===== config.mk =====
export PLATFORM = sky130hd
export DESIGN_NAME = ice_mem_arb
export DESIGN_NICKNAME = d
export VERILOG_FILES = /design/src/rtl/ice_mem_arb.sv
export SDC_FILE = /design/constraint.sdc
export NUM_CORES = 1
export LEC_CHECK = 0
export CORE_MARGIN = 4
export CORE_UTILIZATION = 40
export CTS_CLUSTER_SIZE = 40
export DETAILED_ROUTE_END_ITERATION = 16
export GPL_TIMING_DRIVEN = 1
export PLACE_DENSITY = 0.77
export SYNTH_ARGS = -nofsm -noshare
export SYNTH_HDL_FRONTEND = slang
export SYNTH_SLANG_ARGS = --single-unit

===== constraint.sdc =====
create_clock -name CLK -period 2.9 [get_ports CLK]
set_input_delay 0.58 -clock CLK [delete_from_list [all_inputs] [get_ports CLK]]
set_output_delay 0.58 -clock CLK [all_outputs]
set_load 0.05 [all_outputs]

===== src/rtl/ice_mem_arb.sv =====
// ice_mem_arb: two-requester (CPU / ICE) memory arbiter with round-robin tie
// break, memory timeout, and a debug halt/single-step gate on CPU grants.
module ice_mem_arb #(
  parameter int unsigned AW      = 16,
  parameter int unsigned DW      = 16,
  parameter int unsigned TIMEOUT = 255
) (
  input  logic          CLK,
  input  logic          RST,
  input  logic          CPU_REQ,
  input  logic          CPU_WE,
  input  logic [AW-1:0] CPU_ADDR,
  input  logic [DW-1:0] CPU_WDATA,
  output logic          CPU_ACK,
  input  logic          ICE_REQ,
  input  logic          ICE_WE,
  input  logic [AW-1:0] ICE_ADDR,
  input  logic [DW-1:0] ICE_WDATA,
  output logic          ICE_ACK,
  output logic [DW-1:0] RDATA,
  output logic          ERR,
  output logic          MEM_EN,
  output logic          MEM_WE,
  output logic [AW-1:0] MEM_ADDR,
  output logic [DW-1:0] MEM_WDATA,
  input  logic [DW-1:0] MEM_RDATA,
  input  logic          MEM_READY,
  input  logic          CORE_HALT,
  input  logic          STEP,
  output logic          HALTED
);

  localparam int unsigned CW = 8;
  localparam logic [CW-1:0] TMO_LAST = CW'(TIMEOUT - 1);

  typedef enum logic [1:0] {
    S_IDLE,
    S_ACCESS,
    S_RESP
  } state_t;

  state_t        state_q;
  logic          owner_cpu_q;
  logic          last_cpu_q;
  logic          step_tok_q;
  logic [CW-1:0] tmo_cnt_q;

  logic cpu_elig_c;
  logic grant_c;
  logic grant_cpu_c;
  logic cpu_hold_c;
  logic tmo_hit_c;

  // Grant decision and whether the CPU will own the port after this edge
  always_comb begin
    cpu_elig_c  = CPU_REQ && (!CORE_HALT || step_tok_q);
    grant_c     = (state_q == S_IDLE) && (ICE_REQ || cpu_elig_c);
    grant_cpu_c = cpu_elig_c && (!ICE_REQ || !last_cpu_q);
    tmo_hit_c   = (tmo_cnt_q == TMO_LAST);
    cpu_hold_c  = 1'b0;
    case (state_q)
      S_IDLE:   cpu_hold_c = grant_c && grant_cpu_c;
      S_ACCESS: cpu_hold_c = owner_cpu_q;
      default:  cpu_hold_c = 1'b0;
    endcase
  end

  // Arbiter FSM, memory strobes, response and halt/step bookkeeping
  always_ff @(posedge CLK or posedge RST) begin
    if (RST) begin
      state_q     <= S_IDLE;
      owner_cpu_q <= 1'b0;
      last_cpu_q  <= 1'b1;
      step_tok_q  <= 1'b0;
      tmo_cnt_q   <= '0;
      CPU_ACK     <= 1'b0;
      ICE_ACK     <= 1'b0;
      RDATA       <= '0;
      ERR         <= 1'b0;
      MEM_EN      <= 1'b0;
      MEM_WE      <= 1'b0;
      MEM_ADDR    <= '0;
      MEM_WDATA   <= '0;
      HALTED      <= 1'b0;
    end else begin
      CPU_ACK <= 1'b0;
      ICE_ACK <= 1'b0;
      HALTED  <= CORE_HALT && !cpu_hold_c;

      // Step token: one CPU grant while halted; dropped on resume or use
      if (!CORE_HALT) begin
        step_tok_q <= 1'b0;
      end else if (grant_c && grant_cpu_c) begin
        step_tok_q <= 1'b0;
      end else if (STEP) begin
        step_tok_q <= 1'b1;
      end

      case (state_q)
        S_IDLE: begin
          if (grant_c) begin
            state_q     <= S_ACCESS;
            owner_cpu_q <= grant_cpu_c;
            last_cpu_q  <= grant_cpu_c;
            tmo_cnt_q   <= '0;
            MEM_EN      <= 1'b1;
            MEM_WE      <= grant_cpu_c ? CPU_WE    : ICE_WE;
            MEM_ADDR    <= grant_cpu_c ? CPU_ADDR  : ICE_ADDR;
            MEM_WDATA   <= grant_cpu_c ? CPU_WDATA : ICE_WDATA;
          end
        end
        S_ACCESS: begin
          if (MEM_READY || tmo_hit_c) begin
            state_q <= S_RESP;
            MEM_EN  <= 1'b0;
            MEM_WE  <= 1'b0;
            CPU_ACK <= owner_cpu_q;
            ICE_ACK <= !owner_cpu_q;
            RDATA   <= MEM_READY ? MEM_RDATA : '0;
            ERR     <= !MEM_READY;
          end else begin
            tmo_cnt_q <= tmo_cnt_q + CW'(1);
          end
        end
        S_RESP: begin
          state_q <= S_IDLE;
        end
        default: begin
          state_q <= S_IDLE;
        end
      endcase
    end
  end

endmodule


==> results.sh, run 1 <==
# physical design summary
export IMPL_dp_cells=462
export IMPL_post_cts_buffers=0
export IMPL_syn_area_mm2=0.00325
export IMPL_warnings=27
export IMPL_grt_usage_pct=16.8
export IMPL_nets=462
export IMPL_hold_class="reg -> reg"
export IMPL_ctsHoldBuffers=0
export IMPL_cts_root_buffer="clkbuf_8"
export IMPL_path_max_fanout=26
export IMPL_chipArea_mm2=0.00963
export IMPL_worstPathCellList="clkdlybuf4s50_1 -> nand2b_1 -> and3_2 -> buf_12 -> mux2_2 -> mux2_2"
export IMPL_ys_flops=67
export IMPL_tightest_slew_ns=0.703
export IMPL_syn_area_per_cell_um2=14.4
export IMPL_setup_ws_ns=0.647
export IMPL_leakage_nw=2.17
export IMPL_hold_slack_ns=0.482
export IMPL_edf_count=0
export IMPL_grt_max_degree=68
export IMPL_initial_core_util_pct=41.6
export IMPL_rows=32
export IMPL_logic_area_mm2=0.00144
export IMPL_power_density_mw_per_mm2=1180
export IMPL_drv_slew=0
export IMPL_endpoint_kind="register"
export IMPL_setup_viol=0
export IMPL_netlist_instances=225
export IMPL_pre_cts_ws_ns=0.289
export IMPL_crit_top_cell="mux2_2"
export IMPL_maxCapViolCount=0
export IMPL_hpwl_um=5850
export IMPL_critPathMaxStageDelay_ns=0.44
export IMPL_arrival_ns=2.47
export IMPL_grt_pass1_vias=2606
export IMPL_pwr_share_seq_pct=27.5
export IMPL_path_clk_slew_ns=0.08
export IMPL_p_sw_share_pct=43.6
export IMPL_fp_coreArea_mm2=0.00781
export IMPL_slowest_stage="and3_2"
export IMPL_outcome="complete, no violations"
export IMPL_vdd_drop_max_uv=666
export IMPL_ys_chip_area_mm2=0.00325
export IMPL_grt_pass1_wl_um=13100
export IMPL_ys_flop_type="dfrtp_1"
export IMPL_regArea_mm2=0.00168
export IMPL_grt_antenna_before_repair=0
export IMPL_htree_levels=3
export IMPL_topCellsByArea="dfrtp_1 51%, mux2_4 23%, a22o_1 4.8%"
export IMPL_min_period_over_period_pct=77.7
export IMPL_yosysTopAreaCell="dfrtp_1"
export IMPL_worstSetupPathType="in -> reg"
export IMPL_rsz0062_at_grt="false"
export IMPL_fin_area_mm2=0.00502
export IMPL_p_switching_w=0.00258
export IMPL_drt_iter0_markers=50
export IMPL_dr_pass1_iters=4
export IMPL_timing_fmax_mhz=444
export IMPL_combPwrFrac_pct=56.2
export IMPL_top_cell_area_share_pct=50.8
export IMPL_fp_nets=316
export IMPL_critPathTopFamily="buffers and inverters"
export IMPL_num_antenna_cells=0
export IMPL_max_clock_path_buffers=2
export IMPL_drcViolationCount=0
export IMPL_async_reset_ff_share_pct=100
export IMPL_drive_above_1_share_pct=25.0
export IMPL_gp_congestion=0.783
export IMPL_ioPinCount=143
export IMPL_fin_crit_ns=2.25
export IMPL_yosys_cells=225
export IMPL_hold_viol_final=0
export IMPL_gr_total_overflow=0
export IMPL_syn2layout_area_growth_pct=54.3
export IMPL_viasPerCell=4.99
export IMPL_yosys_warnings=0
export IMPL_fin_setup_tns_ns=0
export IMPL_place_area_mm2=0.00477
export IMPL_detail_route_antenna_nets=0
export IMPL_cp_num_buf_inv=2
export IMPL_synth_cell_types=38
export IMPL_finalNonFillerCells=478
export IMPL_tritoncts="built"
export IMPL_post_cts_resized=0
export IMPL_crit_path_start_kind="primary input"
export IMPL_ys_seq_share_pct=51.6
export IMPL_p_int_w=0.00334
export IMPL_slew_headroom_pct=52.8
export IMPL_fillers=614
export IMPL_worstPathRequired_ns=3.12
==> run 1: flip-flops by register name, indices dropped and copies added, names as in the netlist <==
| register | cells |
|---|---|
| MEM_WDATA | 16 |
| ICE_ACK | 1 |
| CPU_ACK | 1 |
| last_cpu_q | 1 |
| MEM_ADDR | 16 |
| MEM_WE | 1 |
| owner_cpu_q | 1 |
| RDATA | 16 |
| ERR | 1 |
| MEM_EN | 1 |
| tmo_cnt_q | 8 |
| state_q | 2 |
| step_tok_q | 1 |
| HALTED | 1 |
==> run 1: metal layers <==
layer	vias to the layer above	wire, µm	global-route usage [%]
li1	1116	-	-
met1	1169	3250	20.9
met2	92	3970	27.9
met3	8	640	5.29
met4	0	112	5.78
met5	-	0	0
==> run 1: metrics by stage <==
step / power [W] / utilization [%]
2_1_floorplan: 0.00392 / -
3_3_place_gp: 0.00495 / 61.1
3_5_place_dp: 0.00499 / 61.1
4_1_cts: 0.00598 / 64.2
5_1_grt: 0.00620 / 64.2
6_report: 0.00592 / 64.2
==> run 1: final timing paths <==
check,cells past startpoint,from,to,slack (ns)
setup / recovery,6,CORE_HALT,MEM_ADDR[0],0.65
hold / removal,1,MEM_EN,MEM_EN,0.48
setup reg to reg,4,state_q[1],MEM_WDATA[14],0.91
hold reg to reg,1,MEM_EN,MEM_EN,0.48
max in group asynchronous,3,RST,last_cpu_q,1.95
min in group asynchronous,3,RST,MEM_ADDR[11],0.62
==> run 1: synth_stat cells (5+ instances only) <==
library cell and number:
nor2_1 6, dfrtp_1 66, o21ai_0 5, a22o_1 18, a21oi_1 7, mux2_2 14, inv_1 6, mux2_4 50
buf_6 5
==> run 1: power groups by stage <==
stage	registers, W	clock network [W]	logic, W
5_1_grt	0.00169	0.00103	0.00347
4_1_cts	0.00163	0.000984	0.00336
3_5_place_dp	0.00164	0	0.00336
3_3_place_gp	0.00163	0	0.00331
2_1_floorplan	0.00289	0	0.00103
6_report	0.00163	0.000960	0.00333
==> run 1: cell usage in the layout (no fill, tap or decap), types with 4 or more instances in the layout <==
master | netlist | routed
inv_1 | 6 | 5
o21ai_0 | 5 | 4
clkbuf_8 | 0 | 9
a21oi_1 | 7 | 7
nor2_1 | 6 | 6
mux2_2 | 14 | 14
mux2_4 | 50 | 50
clkdlybuf4s50_1 | 0 | 142
dfrtp_1 | 66 | 66
a22o_1 | 18 | 18
==> run 1: logic make-up (layout without fill, tap and decap cells) <==
| kind of cell | Yosys count | in the layout | synth area share (%) |
|---|---|---|---|
| AND-OR/OR-AND | 44 | 44 | 9.89 |
| multiplexers | 68 | 68 | 29.2 |
| flip-flops | 67 | 67 | 51.6 |
| adder cells (fa/ha/maj) | 2 | 2 | 0.770 |
| buffers and inverters | 18 | 169 | 4.16 |
| AND/OR/NAND/NOR | 26 | 26 | 4.35 |
==> run 1: cell type report <==
class / instances / area share, %
Sequential cell: 67 / 33.4
Timing Repair Buffer: 147 / 29.8
Multi-Input combinational cell: 140 / 28.8
Tap cell: 102 / 2.54
Clock buffer: 9 / 2.47
Clock inverter: 7 / 2.47
Inverter: 6 / 0.449
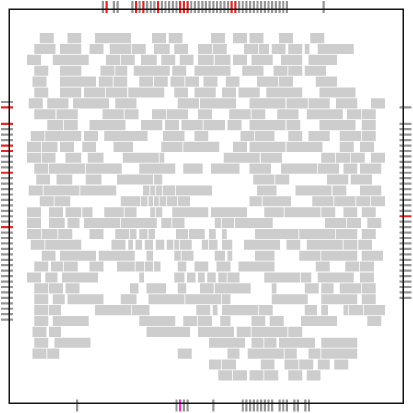
*Pin placement, run 1*
Scale: 4 px per µm. Pins as bars across the die edge, other pins in grey.
| colour | port | pins | direction | edge |
|---|---|---|---|---|
| magenta | CPU_WE | 1 | input | bottom |
| red | CPU_WDATA | 16 | input | 9 top, 6 left, 1 right |
all pins by edge: 48 top, 39 left, 34 right, 22 bottom
port bufs: 142
die y size: 98.1 µm
die width: 98.1 µm

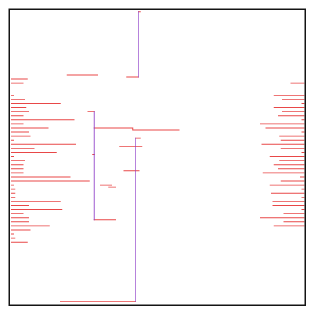
*Routed metal, one colour a layer, run 1*
Scale: 3 px per µm. Two of the layers only.
| colour | layer | wire length |
|---|---|---|
| red | metal 3 | 640 µm |
| purple | metal 4 | 112 µm |
WL final: 7970 µm
drt wl/cell: 16.7 µm
vias: 2,385

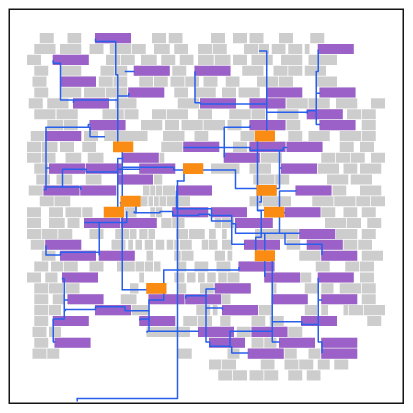
*Clock wires, drivers and flops, run 1*
Scale: 4 px per µm.
[orange] clock drivers | count: 9
[blue] clock wires | length: 874 µm
[purple] flip-flops | count: 67
routed clock nets: 10
flops lie: spread over the die
Clock group: 0.000960 W
Latency at later pin: 0.33 ns
Clock Skew: 0.0103 ns
clock share of power: 16.2%

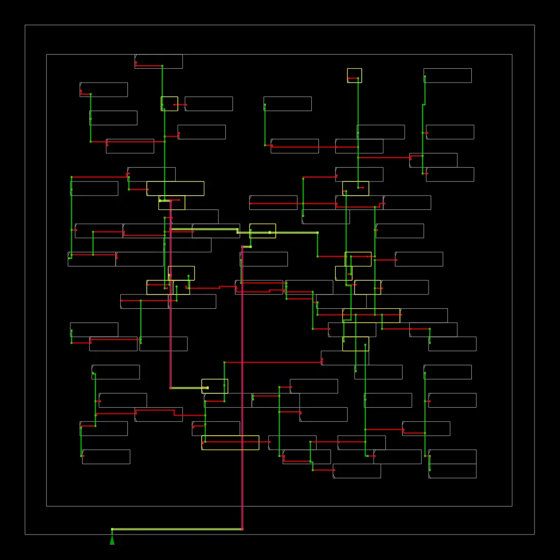
*Clock routing, run 1*
total CTS buffers: 9
number of clock buffers in the layout: 9
seq_cells: 67
clk sinks: 67

### Logic cells by family, run 1

Scale: 4 px per µm.
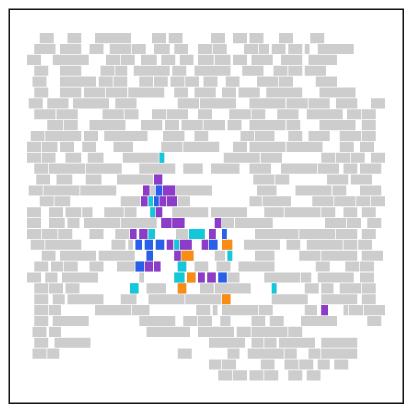

==> run 2: changes to the inputs <==
clock period = 2.36 ns   (was 2.9 ns; I/O delays follow)
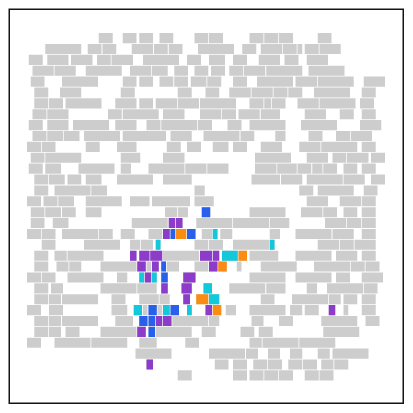
*Logic cells by family, run 2*
Scale: 4 px per µm.
| colour | family | cells |
|---|---|---|
| orange | AND and OR gates | 5 |
| purple | inverting AOI/OAI gates | 22 |
| cyan | NOR gates | 11 |
| blue | NAND gates | 10 |
Cell Count, Final, Fillers Out: 483
Commonest Layout Cell: clkdlybuf4s50_1

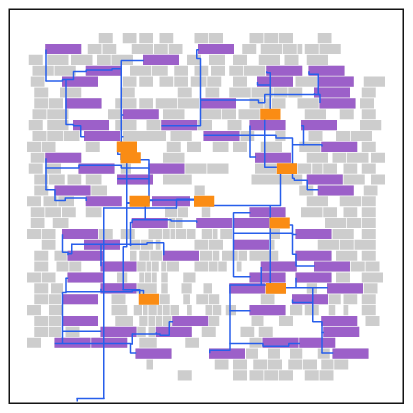
*Clock wires, drivers and flops, run 2*
Scale: 4 px per µm.
Clock Skew: 0.00991 ns
Clock group: 0.000951 W
clock share of power: 13.4%

==> run 2 against run 1 <==
  * Critical path depth is 5 lower
  * Die area did not move
  * Utilization shrank 0.096 points
  * Sequential power up 23%
  * Worst hold slack lost 0.0050 ns
  * Register-to-register slack lost 0.38 ns
  * Cell area fell by 0.15%
  * Synthesized cell count stayed put
  * First-iteration DRC count up 66%
  * Global-route usage is 0.26 points lower
  * Setup slack got worse by 0.27 ns
  * Combinational power grew 23%
==> results.sh, run 2 <==
# physical design summary
export IMPL_outcome="complete, no violations"
export IMPL_edf_count=0
export IMPL_grt_antenna_before_repair=0
export IMPL_drv_slew=0
export IMPL_post_route_util_pct=64.2
export IMPL_vdd_drop_max_uv=832
export IMPL_syn_area_per_cell_um2=14.4
export IMPL_path_max_fanout=2
export IMPL_min_period_over_period_pct=84.1
export IMPL_die_x_um=98.1
export IMPL_initial_core_util_pct=41.6
export IMPL_synth_cell_types=38
export IMPL_ys_flops=67
export IMPL_drcViolationCount=0
export IMPL_hold_slack_ns=0.477
export IMPL_synthTopCellsByCount="66 x dfrtp_1, 50 x mux2_4, 18 x a22o_1, 14 x mux2_2, 7 x a21oi_1"
export IMPL_worstSetupPathType="reg -> out"
export IMPL_critPathTopFamily="buffers and inverters"
export IMPL_combPwrFrac_pct=58.1
export IMPL_post_cts_buffers=0
export IMPL_fp_nets=316
export IMPL_biggestRegsByFlops="MEM_ADDR: 16 flops, MEM_WDATA: 16 flops, RDATA: 16 flops"
export IMPL_yosys_cells=225
export IMPL_pwr_share_seq_pct=28.5
export IMPL_tightest_slew_ns=0.643
export IMPL_viasPerCell=4.89
export IMPL_fin_setup_tns_ns=0
export IMPL_dr_pass1_iters=4
export IMPL_rows=32
export IMPL_fin_crit_ns=1.98
export IMPL_ctsHoldBuffers=0
export IMPL_via_count=2364
export IMPL_async_reset_ff_share_pct=100
export IMPL_setup_viol=0
export IMPL_p_int_w=0.00393
export IMPL_power_density_mw_per_mm2=1410
export IMPL_worstPathCellList="clkdlybuf4s50_1"
export IMPL_worstSkewPairLatency_ns=0.33
export IMPL_fp_dieH_um=98.1
export IMPL_fin_area_mm2=0.00501
export IMPL_ys_flop_type="dfrtp_1"
export IMPL_pre_cts_ws_ns=0.131
export IMPL_setup_ws_ns=0.375
export IMPL_num_antenna_cells=0
export IMPL_chipArea_mm2=0.00963
export IMPL_cts_buffers=9
export IMPL_path_clk_slew_ns=0.08
export IMPL_cts_root_buffer="clkbuf_8"
export IMPL_maxCapViolCount=0
export IMPL_syn2layout_area_growth_pct=54.1
export IMPL_gp_congestion=0.820
export IMPL_rsz0062_at_grt="false"
export IMPL_grt_pass1_vias=2604
export IMPL_gr_total_overflow=0
export IMPL_netlist_instances=225
export IMPL_tritoncts="built"
export IMPL_hpwl_um=6030
export IMPL_fillers=613
export IMPL_p_sw_share_pct=44.5
export IMPL_crit_path_start_kind="register"
export IMPL_warnings=27
export IMPL_cp_num_buf_inv=1
export IMPL_hold_class="in -> async"
export IMPL_drive_above_1_share_pct=26.0
export IMPL_yosysTopAreaCell="dfrtp_1"
export IMPL_wl_per_cell_um=16.6
export IMPL_leakage_nw=2.16
export IMPL_post_cts_resized=0
export IMPL_hold_viol_final=0
export IMPL_arrival_ns=1.51
export IMPL_top_cell_area_share_pct=50.8
export IMPL_htree_levels=3
export IMPL_drt_iter0_markers=83
export IMPL_grt_max_degree=34
export IMPL_port_buffers=142
export IMPL_topCellsByArea="dfrtp_1 51%, mux2_4 23%, a22o_1 4.8%"
export IMPL_nets=467
export IMPL_slew_headroom_pct=57.1
export IMPL_final_cell_mix="142 x clkdlybuf4s50_1, 66 x dfrtp_1, 50 x mux2_4"
export IMPL_endpoint_kind="primary output"
export IMPL_fp_coreArea_mm2=0.00781
export IMPL_grt_usage_pct=16.6
export IMPL_ys_seq_share_pct=51.6
export IMPL_top_cell="dfrtp_1"
export IMPL_detail_route_antenna_nets=0
export IMPL_yosys_warnings=0
export IMPL_slowest_stage="clkdlybuf4s50_1"
export IMPL_critPathMaxStageDelay_ns=0.82
export IMPL_timing_fmax_mhz=504
export IMPL_grt_pass1_wl_um=12700
export IMPL_logic_area_mm2=0.00144
export IMPL_routed_wl_um=8030
export IMPL_worstPathRequired_ns=1.89
export IMPL_max_clock_path_buffers=2
export IMPL_ioPinCount=143
export IMPL_p_switching_w=0.00315
export IMPL_ys_chip_area_mm2=0.00325
run 2: final cells by class:
cell class | instances | share of cell area (%)
clock buffer | 10 | 2.75
clock inverter | 6 | 1.30
inverter | 6 | 0.450
multi-input combinational | 140 | 28.8
sequential | 67 | 33.5
tap | 102 | 2.55
timing repair buffer | 152 | 30.6
run 2: logic make-up after synthesis:
kind of cell,Yosys count,share of synthesized area (%)
compound gates,44,9.89
fa+ha+maj,2,0.770
buf+inv,18,4.16
flops,67,51.6
mux,68,29.2
simple gates,26,4.35
run 2: per-layer routing:
layer | track usage, % | routed length (µm)
met1 | 20.2 | 3390
met2 | 27.9 | 3950
met3 | 4.36 | 570
met4 | 6.83 | 109
met5 | 0 | 0
run 2: worst reg2reg max path, delay by kind of cell, from the launching register on:
kind               cells  cell delay [ns]
AOI/OAI and AO/OA      1             0.23
DFF                    1             0.43
and+or+nand+nor        2             1.10
run 2: worst paths after layout:
path / startpoint / end / slack [ns] / depth (start not counted)
worst max register to register: state_q[0] / RDATA[1] / 0.53 / 3
worst max-delay path: MEM_WE / MEM_WE / 0.38 / 1
worst min register to register: owner_cpu_q / ICE_ACK / 0.48 / 1
min in group CLK: owner_cpu_q / ICE_ACK / 0.48 / 1
max in group asynchronous: RST / MEM_ADDR[15] / 1.27 / 3
worst min-delay path: RST / MEM_ADDR[1] / 0.48 / 2
run 2: power groups by stage:
stage | Clock [W] | Combinational, W | Sequential, W
finish | 0.000951 | 0.00411 | 0.00201
global route | 0.00103 | 0.00428 | 0.00209
CTS | 0.000982 | 0.00415 | 0.00202
detailed placement | 0 | 0.00414 | 0.00202
global placement | 0 | 0.00410 | 0.00201
floorplan | 0 | 0.00127 | 0.00355
run 2: through the flow:
stage,instances,power [W]
after floorplan,225,0.00482
after global placement,467,0.00611
after detailed placement,467,0.00617
after CTS,483,0.00715
final,483,0.00707
after global routing,483,0.00741
Power and IR drop assume default switching activity.
